## config.mk

```make
export PLATFORM = sky130hd
export DESIGN_NAME = vram_arbiter_flat
export DESIGN_NICKNAME = d
export VERILOG_FILES = /design/src/rtl/vram_pkg.sv /design/src/rtl/vram_arbiter_if.sv /design/src/rtl/vram_rd_tag_pipe.sv /design/src/rtl/vram_arbiter.sv /design/src/flat_wrapper.sv
export SDC_FILE = /design/constraint.sdc
export NUM_CORES = 1
export LEC_CHECK = 0
export CAP_MARGIN = 20
export CORE_MARGIN = 2
export CORE_UTILIZATION = 37
export CTS_CLUSTER_SIZE = 16
export DETAILED_ROUTE_END_ITERATION = 10
export PLACE_DENSITY = 0.76
export SYNTH_ARGS = -nofsm -noshare
export SYNTH_HDL_FRONTEND = slang
export SYNTH_HIERARCHICAL = 1
export SYNTH_SLANG_ARGS = --single-unit
export TNS_END_PERCENT = 100
```

## constraint.sdc

```tcl
create_clock -name clk_i -period 1.9 [get_ports clk_i]
set_clock_uncertainty 0.15 [all_clocks]
set_input_delay 0.19 -clock clk_i [delete_from_list [all_inputs] [get_ports clk_i]]
set_output_delay 0.19 -clock clk_i [all_outputs]
set_load 0.01 [all_outputs]
```

## src/rtl/vram_pkg.sv

```systemverilog
// Shared widths and types for the VRAM arbiter: arbitration states and the
// requester tags that travel with a read until its data returns.
package vram_pkg;
  localparam int VRAM_ADDR_WIDTH_DEF = 18;
  localparam int VRAM_DATA_WIDTH_DEF = 2;
  localparam int MAX_LOCK_DEF        = 8;

  typedef enum logic [1:0] {ARB, LOCKED, COOLDOWN} arb_state_t;
  typedef enum logic [1:0] {REQ_DISP, REQ_PHYS, REQ_DRAW} requester_t;

  typedef struct packed {
    logic       valid;
    requester_t tag;
  } rd_tag_t;
endpackage

```

## src/rtl/vram_arbiter_if.sv

```systemverilog
// Requester and VRAM signal bundle for vram_arbiter. The slave modport is the
// arbiter's view; the master modport is the requesters' and memory's view.
interface vram_arbiter_if
  import vram_pkg::*;
#(
  parameter int VRAM_ADDR_WIDTH = VRAM_ADDR_WIDTH_DEF,
  parameter int VRAM_DATA_WIDTH = VRAM_DATA_WIDTH_DEF
) ();
  logic                       disp_req_i;
  logic [VRAM_ADDR_WIDTH-1:0] disp_addr_i;
  logic                       disp_gnt_o;
  logic                       disp_rvalid_o;
  logic [VRAM_DATA_WIDTH-1:0] disp_rdata_o;

  logic                       phys_req_i;
  logic                       phys_we_i;
  logic                       phys_lock_i;
  logic [VRAM_ADDR_WIDTH-1:0] phys_addr_i;
  logic [VRAM_DATA_WIDTH-1:0] phys_wdata_i;
  logic                       phys_gnt_o;
  logic                       phys_rvalid_o;
  logic [VRAM_DATA_WIDTH-1:0] phys_rdata_o;

  logic                       draw_req_i;
  logic [VRAM_ADDR_WIDTH-1:0] draw_addr_i;
  logic [VRAM_DATA_WIDTH-1:0] draw_wdata_i;
  logic                       draw_gnt_o;

  logic [VRAM_ADDR_WIDTH-1:0] vram_addr_o;
  logic                       vram_we_o;
  logic [VRAM_DATA_WIDTH-1:0] vram_wdata_o;
  logic [VRAM_DATA_WIDTH-1:0] vram_rdata_i;

  modport slave (
    input  disp_req_i, disp_addr_i,
    output disp_gnt_o, disp_rvalid_o, disp_rdata_o,
    input  phys_req_i, phys_we_i, phys_lock_i, phys_addr_i, phys_wdata_i,
    output phys_gnt_o, phys_rvalid_o, phys_rdata_o,
    input  draw_req_i, draw_addr_i, draw_wdata_i,
    output draw_gnt_o,
    output vram_addr_o, vram_we_o, vram_wdata_o,
    input  vram_rdata_i
  );

  modport master (
    output disp_req_i, disp_addr_i,
    input  disp_gnt_o, disp_rvalid_o, disp_rdata_o,
    output phys_req_i, phys_we_i, phys_lock_i, phys_addr_i, phys_wdata_i,
    input  phys_gnt_o, phys_rvalid_o, phys_rdata_o,
    output draw_req_i, draw_addr_i, draw_wdata_i,
    input  draw_gnt_o,
    input  vram_addr_o, vram_we_o, vram_wdata_o,
    output vram_rdata_i
  );
endinterface

```

## src/rtl/vram_rd_tag_pipe.sv

```systemverilog
// Two-stage tag pipe matching the VRAM read latency: a read issued in cycle N
// raises its requester's rvalid in cycle N+2.
module vram_rd_tag_pipe
  import vram_pkg::*;
(
  input  logic       clk_i,
  input  logic       reset_i,
  input  logic       issue_valid,
  input  requester_t issue_tag,
  output logic       disp_rvalid,
  output logic       phys_rvalid
);
  rd_tag_t stage_addr;
  rd_tag_t stage_data;

  always_ff @(posedge clk_i or negedge reset_i) begin
    if (!reset_i) begin
      stage_addr <= '0;
      stage_data <= '0;
    end else begin
      stage_addr <= '{valid: issue_valid, tag: issue_tag};
      stage_data <= stage_addr;
    end
  end

  assign disp_rvalid = stage_data.valid && (stage_data.tag == REQ_DISP);
  assign phys_rvalid = stage_data.valid && (stage_data.tag == REQ_PHYS);
endmodule

```

## src/rtl/vram_arbiter.sv

```systemverilog
// Single-port VRAM arbiter: display first, then round-robin physics/draw with
// a bounded physics lock for atomic read-modify-write.
//   state    | meaning
//   ARB      | round-robin between physics and draw
//   LOCKED   | physics holds the bus against draw, lock_cnt counts held cycles
//   COOLDOWN | one cycle after a forced release, draw favoured over physics
module vram_arbiter
  import vram_pkg::*;
#(
  parameter int VRAM_ADDR_WIDTH = VRAM_ADDR_WIDTH_DEF,
  parameter int VRAM_DATA_WIDTH = VRAM_DATA_WIDTH_DEF,
  parameter int MAX_LOCK        = MAX_LOCK_DEF
) (
  input logic           clk_i,
  input logic           reset_i,
  vram_arbiter_if.slave bus
);
  localparam int CNT_W = $clog2(MAX_LOCK + 1);

  arb_state_t                 state;
  logic                       rr_draw;
  logic [CNT_W-1:0]           lock_cnt;
  logic [VRAM_ADDR_WIDTH-1:0] vram_addr_q;
  logic                       vram_we_q;
  logic [VRAM_DATA_WIDTH-1:0] vram_wdata_q;

  logic       disp_gnt;
  logic       phys_gnt;
  logic       draw_gnt;
  logic       rd_issue;
  requester_t rd_tag;
  logic       disp_rvalid;
  logic       phys_rvalid;

  always_comb begin
    disp_gnt = 1'b0;
    phys_gnt = 1'b0;
    draw_gnt = 1'b0;
    if (bus.disp_req_i) begin
      disp_gnt = 1'b1;
    end else begin
      case (state)
        LOCKED: phys_gnt = bus.phys_req_i;
        COOLDOWN: begin
          draw_gnt = bus.draw_req_i;
          phys_gnt = bus.phys_req_i && !bus.draw_req_i;
        end
        default: begin
          if (bus.phys_req_i && bus.draw_req_i) begin
            phys_gnt = !rr_draw;
            draw_gnt = rr_draw;
          end else begin
            phys_gnt = bus.phys_req_i;
            draw_gnt = bus.draw_req_i;
          end
        end
      endcase
    end
  end

  always_ff @(posedge clk_i or negedge reset_i) begin
    if (!reset_i) begin
      state        <= ARB;
      rr_draw      <= 1'b0;
      lock_cnt     <= '0;
      vram_addr_q  <= '0;
      vram_we_q    <= 1'b0;
      vram_wdata_q <= '0;
    end else begin
      vram_we_q <= 1'b0;
      if (disp_gnt) begin
        vram_addr_q  <= bus.disp_addr_i;
        vram_wdata_q <= '0;
      end else if (phys_gnt) begin
        vram_addr_q  <= bus.phys_addr_i;
        vram_we_q    <= bus.phys_we_i;
        vram_wdata_q <= bus.phys_wdata_i;
      end else if (draw_gnt) begin
        vram_addr_q  <= bus.draw_addr_i;
        vram_we_q    <= 1'b1;
        vram_wdata_q <= bus.draw_wdata_i;
      end

      if (phys_gnt) begin
        rr_draw <= 1'b1;
      end else if (draw_gnt) begin
        rr_draw <= 1'b0;
      end

      case (state)
        ARB: begin
          if (phys_gnt && bus.phys_lock_i) begin
            state    <= LOCKED;
            lock_cnt <= CNT_W'(1);
          end
        end
        LOCKED: begin
          // A voluntary drop wins over reaching the limit in the same cycle.
          if (!bus.phys_lock_i) begin
            state    <= ARB;
            lock_cnt <= '0;
          end else if (lock_cnt >= CNT_W'(MAX_LOCK - 1)) begin
            state    <= COOLDOWN;
            lock_cnt <= lock_cnt + CNT_W'(1);
          end else begin
            lock_cnt <= lock_cnt + CNT_W'(1);
          end
        end
        COOLDOWN: begin
          state    <= ARB;
          lock_cnt <= '0;
        end
        default: begin
          state    <= ARB;
          lock_cnt <= '0;
        end
      endcase
    end
  end

  assign rd_issue = disp_gnt || (phys_gnt && !bus.phys_we_i);
  assign rd_tag   = disp_gnt ? REQ_DISP : REQ_PHYS;

  vram_rd_tag_pipe u_rd_tag_pipe (
    .clk_i       (clk_i),
    .reset_i     (reset_i),
    .issue_valid (rd_issue),
    .issue_tag   (rd_tag),
    .disp_rvalid (disp_rvalid),
    .phys_rvalid (phys_rvalid)
  );

  // Grants are combinational from the requests, so hold them low during reset.
  assign bus.disp_gnt_o    = disp_gnt && reset_i;
  assign bus.phys_gnt_o    = phys_gnt && reset_i;
  assign bus.draw_gnt_o    = draw_gnt && reset_i;
  assign bus.disp_rvalid_o = disp_rvalid;
  assign bus.phys_rvalid_o = phys_rvalid;
  assign bus.disp_rdata_o  = disp_rvalid ? bus.vram_rdata_i : '0;
  assign bus.phys_rdata_o  = phys_rvalid ? bus.vram_rdata_i : '0;
  assign bus.vram_addr_o   = vram_addr_q;
  assign bus.vram_we_o     = vram_we_q;
  assign bus.vram_wdata_o  = vram_wdata_q;
endmodule
```

## src/flat_wrapper.sv

```systemverilog
// flat-port wrapper written by rule: the top's interface ports become plain ports
module vram_arbiter_flat import vram_pkg::*;
#(
  parameter int VRAM_ADDR_WIDTH = VRAM_ADDR_WIDTH_DEF,
  parameter int VRAM_DATA_WIDTH = VRAM_DATA_WIDTH_DEF,
  parameter int MAX_LOCK        = MAX_LOCK_DEF
)
  (clk_i, reset_i, bus_disp_req_i, bus_disp_addr_i, bus_disp_gnt_o, bus_disp_rvalid_o, bus_disp_rdata_o, bus_phys_req_i, bus_phys_we_i, bus_phys_lock_i, bus_phys_addr_i, bus_phys_wdata_i, bus_phys_gnt_o, bus_phys_rvalid_o, bus_phys_rdata_o, bus_draw_req_i, bus_draw_addr_i, bus_draw_wdata_i, bus_draw_gnt_o, bus_vram_addr_o, bus_vram_we_o, bus_vram_wdata_o, bus_vram_rdata_i);
  vram_arbiter_if #(.VRAM_ADDR_WIDTH(VRAM_ADDR_WIDTH), .VRAM_DATA_WIDTH(VRAM_DATA_WIDTH)) bus_i ();
  input logic clk_i;
  input logic reset_i;
  input wire logic [$bits(bus_i.disp_req_i)-1:0] bus_disp_req_i;
  input wire logic [$bits(bus_i.disp_addr_i)-1:0] bus_disp_addr_i;
  output wire logic [$bits(bus_i.disp_gnt_o)-1:0] bus_disp_gnt_o;
  output wire logic [$bits(bus_i.disp_rvalid_o)-1:0] bus_disp_rvalid_o;
  output wire logic [$bits(bus_i.disp_rdata_o)-1:0] bus_disp_rdata_o;
  input wire logic [$bits(bus_i.phys_req_i)-1:0] bus_phys_req_i;
  input wire logic [$bits(bus_i.phys_we_i)-1:0] bus_phys_we_i;
  input wire logic [$bits(bus_i.phys_lock_i)-1:0] bus_phys_lock_i;
  input wire logic [$bits(bus_i.phys_addr_i)-1:0] bus_phys_addr_i;
  input wire logic [$bits(bus_i.phys_wdata_i)-1:0] bus_phys_wdata_i;
  output wire logic [$bits(bus_i.phys_gnt_o)-1:0] bus_phys_gnt_o;
  output wire logic [$bits(bus_i.phys_rvalid_o)-1:0] bus_phys_rvalid_o;
  output wire logic [$bits(bus_i.phys_rdata_o)-1:0] bus_phys_rdata_o;
  input wire logic [$bits(bus_i.draw_req_i)-1:0] bus_draw_req_i;
  input wire logic [$bits(bus_i.draw_addr_i)-1:0] bus_draw_addr_i;
  input wire logic [$bits(bus_i.draw_wdata_i)-1:0] bus_draw_wdata_i;
  output wire logic [$bits(bus_i.draw_gnt_o)-1:0] bus_draw_gnt_o;
  output wire logic [$bits(bus_i.vram_addr_o)-1:0] bus_vram_addr_o;
  output wire logic [$bits(bus_i.vram_we_o)-1:0] bus_vram_we_o;
  output wire logic [$bits(bus_i.vram_wdata_o)-1:0] bus_vram_wdata_o;
  input wire logic [$bits(bus_i.vram_rdata_i)-1:0] bus_vram_rdata_i;
  assign bus_i.disp_req_i = bus_disp_req_i;
  assign bus_i.disp_addr_i = bus_disp_addr_i;
  assign bus_disp_gnt_o = bus_i.disp_gnt_o;
  assign bus_disp_rvalid_o = bus_i.disp_rvalid_o;
  assign bus_disp_rdata_o = bus_i.disp_rdata_o;
  assign bus_i.phys_req_i = bus_phys_req_i;
  assign bus_i.phys_we_i = bus_phys_we_i;
  assign bus_i.phys_lock_i = bus_phys_lock_i;
  assign bus_i.phys_addr_i = bus_phys_addr_i;
  assign bus_i.phys_wdata_i = bus_phys_wdata_i;
  assign bus_phys_gnt_o = bus_i.phys_gnt_o;
  assign bus_phys_rvalid_o = bus_i.phys_rvalid_o;
  assign bus_phys_rdata_o = bus_i.phys_rdata_o;
  assign bus_i.draw_req_i = bus_draw_req_i;
  assign bus_i.draw_addr_i = bus_draw_addr_i;
  assign bus_i.draw_wdata_i = bus_draw_wdata_i;
  assign bus_draw_gnt_o = bus_i.draw_gnt_o;
  assign bus_vram_addr_o = bus_i.vram_addr_o;
  assign bus_vram_we_o = bus_i.vram_we_o;
  assign bus_vram_wdata_o = bus_i.vram_wdata_o;
  assign bus_i.vram_rdata_i = bus_vram_rdata_i;
  vram_arbiter #(.VRAM_ADDR_WIDTH(VRAM_ADDR_WIDTH), .VRAM_DATA_WIDTH(VRAM_DATA_WIDTH), .MAX_LOCK(MAX_LOCK)) u_core (.clk_i(clk_i), .reset_i(reset_i), .bus(bus_i));
endmodule
```

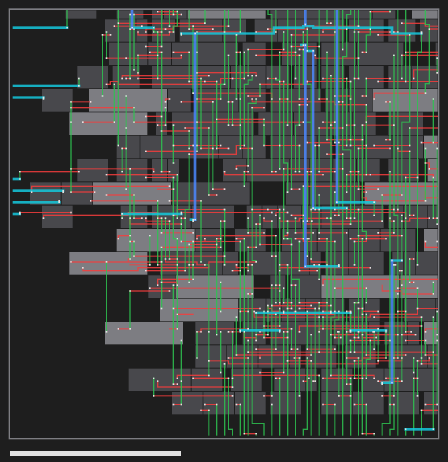
Figure 1: zoomed window.
Bar = 20 µm. Region (0, 0) to (50, 50) µm. Cells in gray, sequential cells in the stronger gray; small squares are vias.
| color | layer |
|---|---|
| blue | met4 |
| green | met2 |
| red | met1 |
| cyan | met3 |
cells with their middle in the window: 149
netlist names of flops here include: u_core/bus.vram_addr_o (6), u_core/state (2)
most frequent: clkdlybuf4s50_1 (33), buf_4 (25), dfrtp_1 (11)
sequential cells in the window: 11

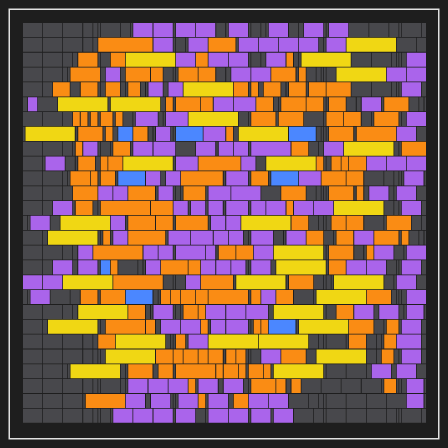
Figure 2: cells colored by class.
Fill, decap, tap and diode cells in gray.
| color | class | cells |
|---|---|---|
| yellow | flip-flops | 34 |
| blue | clock drivers and dummy loads | 8 |
| purple | other buffers and delay cells | 150 |
| orange | all other logic | 151 |
sequential portion of the cell area: 21.99%
floorplan row count: 27
summed area of non-filler cells in the final layout: 0.003870 mm²

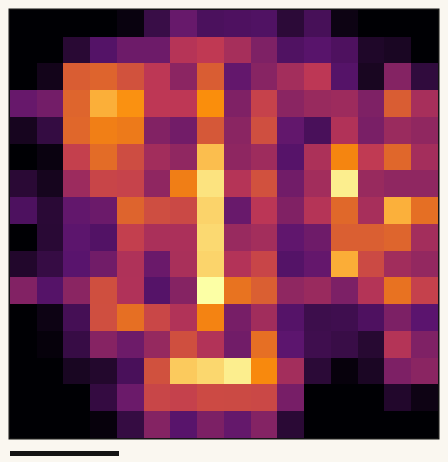
Figure 3: signal metal coverage by tile.
Bar = 20 µm. 16 x 16 tiles, from black (low) to pale yellow (high), scaled to the fullest tile. Values are wire area over tile area, all layers added.
mean over tiles: 0.17
fullest tile: 0.50
nearly empty tiles: 13%
tiles over half the peak: 27%
Global Route Usage Sum: 21.68%
post-detailed-routing wire length: 6780 µm
detailed-route via count: 2139
Avg WL per Cell: 16.34 µm

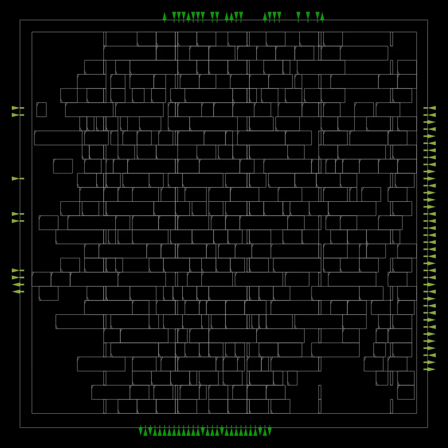
Figure 4: placed standard cells.
final design utilization: 71.15%
final standard cell count with taps included and fillers excluded: 415
standard cell core area: 0.005439 mm²

==> ci_impl_report.md <==
## Implementation flow summary

| Metric | Value |
|---|---|
| Number of buffers created by CTS | `5` |
| CTS tree | `yes` |
| # setup viols final | `30` |
| Half-perimeter wire length after detailed placement | `4508 µm` |
| Antenna diode count | `0` |
| Number of cells on the worst reg-to-reg path | `10` |
| Average via count per standard cell | `5.154` |
| Post-synthesis cell type with the largest combined area | `sky130_fd_sc_hd__dfrtp_1` |
| Combinational group share of total power | `64.4%` |
| Vertical die dimension | `78.47 µm` |
| Number of antenna violations at the first check in global routing | `0` |
| Post-Synthesis Mean Instance Area | `10.31 µm²` |
| Number of synthesized flops with an enable pin | `0` |
| Endpoint of the lowest-slack register-to-register path | `u_core/lock_cnt[2]$_DFFE_PN0P_` |
| Area figure in the yosys stat output | `0.002052 mm²` |
| Commonest cells after routing, fill and taps aside | `89 x sky130_fd_sc_hd__clkdlybuf4s50_1, 34 x sky130_fd_sc_hd__dfrtp_1, 33 x sky130_fd_sc_hd__buf_4` |
| VDD IR max | `0.6889 mV` |
| Nature of the critical path startpoint | `flop` |
| Number of warnings printed during yosys synthesis | `6` |
| Sequential fraction of the synthesis area | `41.46%` |
| Filler cell count | `372` |
| Share of the clock period used by the worst path | `113.9%` |
| Class of the most critical hold timing path | `flop to flop` |
| Relative area of non-clock buffer cells in the final design | `37.37%` |
| 1st-iter DRT viols | `47` |
| Gp weighted congestion | `0.8375` |
| Clock buffer cells | `6` |
| Clock tree cell share of total cell area | `2.457%` |
| Post-placement setup slack | `-0.2964 ns` |
| Transition time at the pin with the least slew margin | `0.5968 ns` |
| PnR worst setup slack | `-0.2638 ns` |
| Buffers from clock root to sink, at most | `2` |
| Crit Path Class | `flop to flop` |
| Total number of tap cells | `72` |
| Crit. path cell count | `10` |
| Worst Setup SP | `u_core/state[1]$_DFFE_PN0P_` |
| Count of state elements after synthesis | `34` |
| Maximum clock frequency | `0.4621 GHz` |
| Number of clock sinks seen by CTS | `34` |
| Number of global-route vias before repair | `2243` |
| Tally of unique sky130hd cells used after synthesis | `41` |
| Family with the most delay on the worst path | `AND-OR/OR-AND gates` |
| Chip Footprint | `0.006158 mm²` |
| RSZ-0062 raised after global routing | `true` |
| Yosys cell count | `199` |
| Worst-path clk slew | `0.07 ns` |
| Logic share of the area | `33.43%` |
| Mapped Cells | `199` |
| Share of layout cells above drive strength 1 | `40.82%` |
| Async set or reset register ratio after synthesis | `100.0%` |
| Psw | `1.804 mW` |
| Post-synth top flop | `sky130_fd_sc_hd__dfrtp_1` |
| Critical register-to-register path startpoint | `u_core/state[1]$_DFFE_PN0P_` |
| Drt pass-1 iters | `4` |
| XOR-XNOR Cells, Area Fraction | `0%` |
| Area overhead of the layout relative to synthesis | `88.60%` |
| Minimum clock period after layout | `2.164 ns` |
| Most common cell after layout, fill and taps aside | `sky130_fd_sc_hd__clkdlybuf4s50_1` |
| Total power | `4.743 mW` |
| Wire length of the first global-routing pass | `10540 µm` |
| Biggest combinational cell group after synthesis | `AND-OR/OR-AND gates` |
| H-tree depth | `2` |
| Power per standard cell area | `1226 mW/mm²` |
| End point of the worst hold path | `u_core/u_rd_tag_pipe/stage_data[1]$_DFF_PN0_` |
| Depth of the worst hold-timing path | `0` |
| Final number of hold-violating endpoints | `0` |
| Post-synth design cell area | `0.002052 mm²` |
| Net total in the final layout | `414` |
| Most repeated library cell on the critical path | `sky130_fd_sc_hd__buf_6` |
| Required time at the endpoint of the critical path | `1.92 ns` |
| Signal arrival time at the worst endpoint | `2.18 ns` |
| Number of non-clock buffers | `150` |
| Area leader share | `41.46%` |
| Effective utilization at floorplan | `37.73%` |
| CTS root buffer | `sky130_fd_sc_hd__clkbuf_8` |
| Max-slew violations | `0` |
| DRC errors left | `0` |
| Slew HR | `60.08%` |
| Gate Area | `0.001294 mm²` |
| Critical Path Max Stage Delay | `0.39 ns` |
| Fraction of power consumed by sequential logic | `23.6%` |
| Flip-flop count of the largest register after layout | `18` |
| Die width | `78.47 µm` |
| Static leakage | `1.648 nW` |
| Result of the run | `finished with violations` |
| Capture point of the critical path | `u_core/lock_cnt[2]$_DFFE_PN0P_` |
| Count of hold buffers inserted by post-cts repair | `4` |
| IO Count | `97` |
| Multi-input comb cells | `126` |
| Largest net degree at the start of global routing | `20` |
| Basic-gate share of the synthesized area counting and, or, nand and nor cells | `9.085%` |
| Highest-delay cell along the critical path | `sky130_fd_sc_hd__dfrtp_1` |
| Post-synthesis adder-cell area fraction | `3.049%` |
| Failing checks | `negative setup slack` |
| Latency at later pin | `0.28 ns` |
| Inverters excl. clock | `25` |
| Post-cts resize count | `44` |
| Number of placed instances, taps included | `388` |
| Post-DRT Antenna Nets | `0` |
| Setup Fix Bufs, Post-CTS | `13` |
| Crit end category | `flop` |
| Count of buffering cells on the critical path with inverters included | `4` |
| Worst hold slack after final layout | `0.1998 ns` |
| Nets in the synthesized netlist | `271` |
| Sequential cell count | `34` |
| Critical Path, Cell by Cell | `inv_2 -> ha_4 -> buf_6 -> nand2b_4 -> o21ai_4 -> buf_6 -> o41ai_4 -> buf_4 -> o21ai_2 -> a22o_1` |
| Setup slack, reg-to-reg | `-0.26 ns` |
| Post-synthesis share of cell area spent on and-or and or-and gates | `34.09%` |
| Multiplexer fraction of the synthesized cell area | `2.500%` |
| Max-cap violations | `0` |
| Internal power | `2.939 mW` |
| Warning total across the stage logs | `32` |
| Leftover overflow at the end of global routing | `0` |
| Footprint of the flip-flops and latches | `850.8 µm²` |
| Switching part of the total | `38.03%` |
| Hold Path Origin | `u_core/u_rd_tag_pipe/stage_addr[1]$_DFF_PN0_` |
| Max Fanout on Critical Path | `5` |
| Share of power burned in the clock network | `12.0%` |
| Dominant class by area | `non-clock buffers` |
| Number of buffers added on ports | `96` |
| Main area contributors | `sky130_fd_sc_hd__dfrtp_1 41%, sky130_fd_sc_hd__o22ai_1 5.2%, sky130_fd_sc_hd__o211ai_2 4.9%` |
per-stage QoR:
step           TNS, ns  cell area [µm²]
5_1_grt         -6.447             3870
3_5_place_dp    -5.508             3331
2_1_floorplan  -0.7518             2142
3_3_place_gp    -4.335             3331
6_report        -4.504             3870
4_1_cts         -3.875             3691
power groups by stage:
stage | registers, mW | clock network [mW] | logic, mW
floorplan | 1.17 | 0 | 1.33
global placement | 1.09 | 0 | 2.31
detailed placement | 1.10 | 0 | 2.35
CTS | 1.09 | 0.571 | 2.78
global route | 1.15 | 0.617 | 3.24
finish | 1.12 | 0.567 | 3.06
layer usage:
layer / GRT usage [%] / part of all wire [%]
met5: 0 / 0
met4: 7.719 / 2.1
met3: 5.517 / 5.1
met2: 38.71 / 52
met1: 25.05 / 41
synthesized netlist by cell type (2+ instances only):
master	number
sky130_fd_sc_hd__nor3b_1	3
sky130_fd_sc_hd__mux2i_1	4
sky130_fd_sc_hd__buf_4	6
sky130_fd_sc_hd__o21ai_2	9
sky130_fd_sc_hd__a21oi_1	10
sky130_fd_sc_hd__a22o_1	2
sky130_fd_sc_hd__inv_1	24
sky130_fd_sc_hd__o22a_1	2
sky130_fd_sc_hd__a21oi_2	8
sky130_fd_sc_hd__nand2_1	2
sky130_fd_sc_hd__a211oi_2	2
sky130_fd_sc_hd__and3_1	2
sky130_fd_sc_hd__buf_2	2
sky130_fd_sc_hd__buf_6	2
sky130_fd_sc_hd__ha_1	5
sky130_fd_sc_hd__nor2_1	5
sky130_fd_sc_hd__o211ai_2	8
sky130_fd_sc_hd__clkbuf_1	3
sky130_fd_sc_hd__o22ai_1	17
sky130_fd_sc_hd__dfrtp_1	34
sky130_fd_sc_hd__o211ai_1	10
sky130_fd_sc_hd__and2_1	7
sky130_fd_sc_hd__nand2b_1	3
sky130_fd_sc_hd__o21ai_1	12
No activity file was given, so power comes from the tool's default toggle rates.
